==> config.mk <==
export PLATFORM = sky130hd
export DESIGN_NAME = mcbsp_slave
export DESIGN_NICKNAME = d
export VERILOG_FILES = /design/src/rtl/mcbsp_slave.sv
export SDC_FILE = /design/constraint.sdc
export NUM_CORES = 1
export LEC_CHECK = 0
export CORE_MARGIN = 10
export CORE_UTILIZATION = 29
export DETAILED_ROUTE_END_ITERATION = 10
export GPL_TIMING_DRIVEN = 0
export SLEW_MARGIN = 20
export SYNTH_ARGS = -nofsm -noshare
export SYNTH_HDL_FRONTEND = slang
export SYNTH_SLANG_ARGS = --single-unit
export TNS_END_PERCENT = 10
==> constraint.sdc <==
create_clock -name mcbsp_clk_in -period 4.1 [get_ports mcbsp_clk_in]
set_clock_uncertainty 0.2 [all_clocks]
set_input_delay 1.23 -clock mcbsp_clk_in [delete_from_list [all_inputs] [get_ports mcbsp_clk_in]]
set_output_delay 1.23 -clock mcbsp_clk_in [all_outputs]
set_load 0.02 [all_outputs]
**Met1 routing**

The bar under the picture is 50 um long. Cells faint in the background.
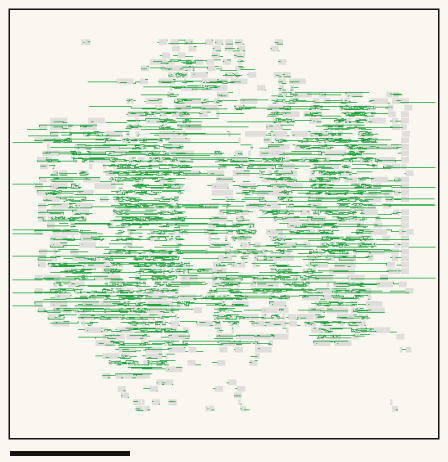
nets with wire on the layer: 978
main direction: horizontal
share of all routed wire: 41%
longest straight run: 31.3 um
wire length on this layer: 10700 um
via count: 7391
met1 usage: 0.1836
final wirelength: 25.91 mm

**The metal 2 layer**

The bar under the picture is 50 um long. Cells faint in the background.
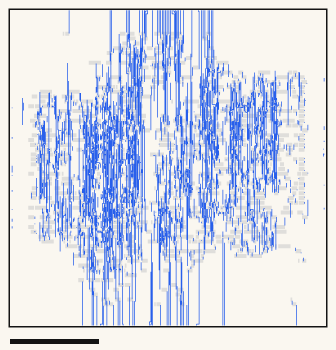
longest straight run: 61.7 um
share of all routed wire: 50%
nets with wire on the layer: 917
main direction: vertical
GR Util met2: 0.2804

**The metal 3 layer**

The bar under the picture is 50 um long. Cells faint in the background.
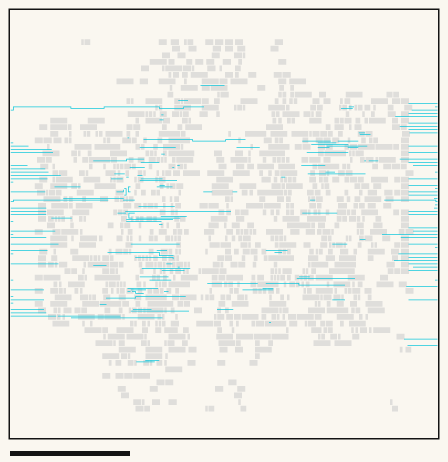
nets with wire on the layer: 140
longest straight run: 43.7 um
wire length on this layer: 1860 um
main direction: horizontal
share of all routed wire: 7.2%
routing usage on met3: 0.04229

**M4 wires**

The bar under the picture is 50 um long.
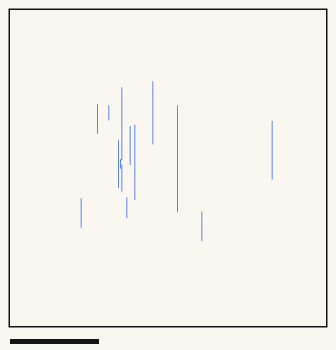
nets with wire on the layer: 8
share of all routed wire: 1.3%
main direction: vertical

**Routing congestion map**

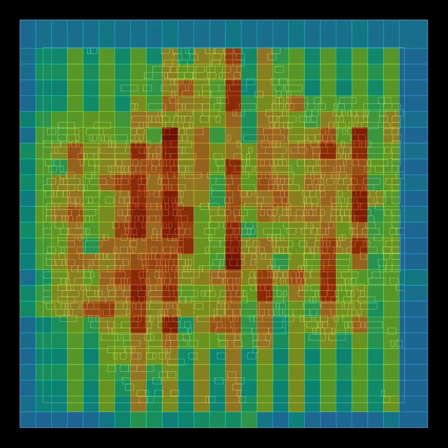
total track usage: 0.1586
Wirelength per Cell: 18.70 um
layer with the highest usage: met2
Final Util: 0.3973

==> reports/results.ini <==
[detailed_routing]
viasPerCell=5.336
ant_nets=0
drc=0
drtIter0Drc=635
dr.pass1.iters=5

[worst_hold_path]
holdPathStages=1
hold_class=reg2reg

[clock_tree]
cts_buffer_depth=2
post_cts_buffers=0
htree_levels=4
cts_made_buffers=17
cts_tree=yes
clkSlewWorstSetupHoldPaths_ns=0.06
clock_latency_ns=0.43
ctsRootBufferMaster=clkbuf_16
clock-sinks=132
cts_resized=1
cts_hold_buf=0

[timing]
rsz0062_at_grt=no
setup_viol=0
report.final.hold_viol_count=0
worst_pin_slew_ns=1.019
final.period_utilization=0.9366
min_period_ns=3.840
fmax_mhz=260.4
finalMaxSlewViolations=0
max_slew_margin=0.3155

[worst_setup_path]
end_kind=flop
reg2regPathDepth=13
critPathLaunchType=flop
crit_chain=inv_1 -> ha_1 -> clkbuf_1 -> clkbuf_1 -> nand2_1 -> ha_1 -> a21boi_1 -> nand3_1 -> nor3_2 -> clkbuf_2 -> a31oi_1 -> o311ai_1 -> a21oi_1
crit_arrival_ns=3.93
slowest_delay_ns=0.51
cp_num_buf_inv=4
critPathSlowestCell=dfxtp_1
worstSetupPathType=reg2reg
path_depth=13
critPathTopFamily=buffers and inverters
critPathMaxFanout=10
cp_data_required_time_ns=4.19
r2r_slack_ns=0.26

[global_routing]
antenna_found_initial=0
grt_max_degree=17
grt_pass1_wl_mm=39.58
grt_remaining_overflow=0
grt_pass1_vias=7128

[power_and_ir_drop]
irDropWorstVdd_mv=0.2241
p_per_area_nw_per_um2=335.3
leakage_nw=3.396

[finish]
diodes=0
final_area_um2=9718
drive_above_1_share=0.08200
regArea_um2=2643
final_cell_mix=clkdlybuf4s50_1, dfxtp_1, nand2_1
final_common_cell=clkdlybuf4s50_1
fillers=2509
final_nets=1086
logic_area_um2=4069
area_growth_pct=34.33

[die]
num_io_pins=143
fp-utilization=0.2957
die_w_um=177.9
fp.coreArea_um2=24460
num_rows=57
die_h_um=177.9
die_area_um2=31660

[logic_synthesis]
synthDominantCellAreaShare=0.3653
topCellsByArea=dfxtp_1, a21oi_1, nand2_1, nor2_1, a22oi_1
yosys-top-cells-count=dfxtp_1, nand2_1, nor2_1
yosys_area_um2=7234
synth_cell_types=79
yosys_warnings=0
syn_inst=890
synthArstFlopShare=0
ys.flop_type=dfxtp_1
yosysMostFrequentCell=dfxtp_1
synth.avg_cell_area_um2=8.129
ys_seq_share=0.3653
ys.flops=132
yosysCellCount=890
netlist_area_um2=7234
yosys.area.top_type=dfxtp_1
synth-edff-count=0

[place]
gp_congestion=0.9709
portBuffers=134
placed_area_um2=9004
place_hpwl_mm=19.50

[run_status]
status=completed

[job]
warnings=30
max-cap-violations=0

routing by layer:
layer | up-vias | routed length (um)
li1 | 3549 | -
met3 | 33 | 1861
met2 | 253 | 13010
met5 | - | 0
met4 | 0 | 348
met1 | 3556 | 10690
cells by family (layout without fill, tap and decap cells):
logic type / after synthesis / in the layout / share of synthesized area
adders and majority gates: 9 / 9 / 0.01557
DFF: 132 / 132 / 0.3653
other: 1 / 7 / 0.0005184
muxes: 4 / 4 / 0.006226
and+or+nand+nor: 344 / 344 / 0.2433
buffers and inverters: 108 / 273 / 0.07610
AOI/OAI and AO/OA: 249 / 249 / 0.2390
xor gates and xnor gates: 43 / 43 / 0.05396
per-stage QoR:
| step | power (W) | TNS, ns | instances | hold slack (ns) | setup WS [ns] |
|---|---|---|---|---|---|
| floorplan | 0.001365 | 0 | 896 | 0.2138 | 0.8908 |
| global placement | 0.001418 | -0.1542 | 1354 | 0.2232 | -0.1542 |
| detailed placement | 0.001418 | -0.06925 | 1354 | 0.2316 | -0.06925 |
| CTS | 0.003288 | 0 | 1385 | 0.2451 | 0.02508 |
| global route | 0.003344 | 0 | 1385 | 0.2637 | 0.02470 |
| finish | 0.003258 | 0 | 1385 | 0.2372 | 0.2601 |
area by class of cell:
cell class,instances,area share
Multi-Input combinational cell,656,0.4187
Sequential cell,132,0.2719
Timing Repair Buffer,134,0.1380
Buffer,92,0.05060
Clock buffer,18,0.04416
Tap cell,324,0.04171
Clock inverter,13,0.02871
Inverter,16,0.006180
power by group:
| part | switching, W | internal, W | total (W) |
|---|---|---|---|
| Sequential | 0.00000169 | 0.00129 | 0.00129 |
| Combinational | 0.0000617 | 0.0000410 | 0.000103 |
| Clock | 0.000605 | 0.00126 | 0.00187 |
| Total | 0.000669 | 0.00259 | 0.00326 |
No activity file was given, so power comes from the tool's default toggle rates.
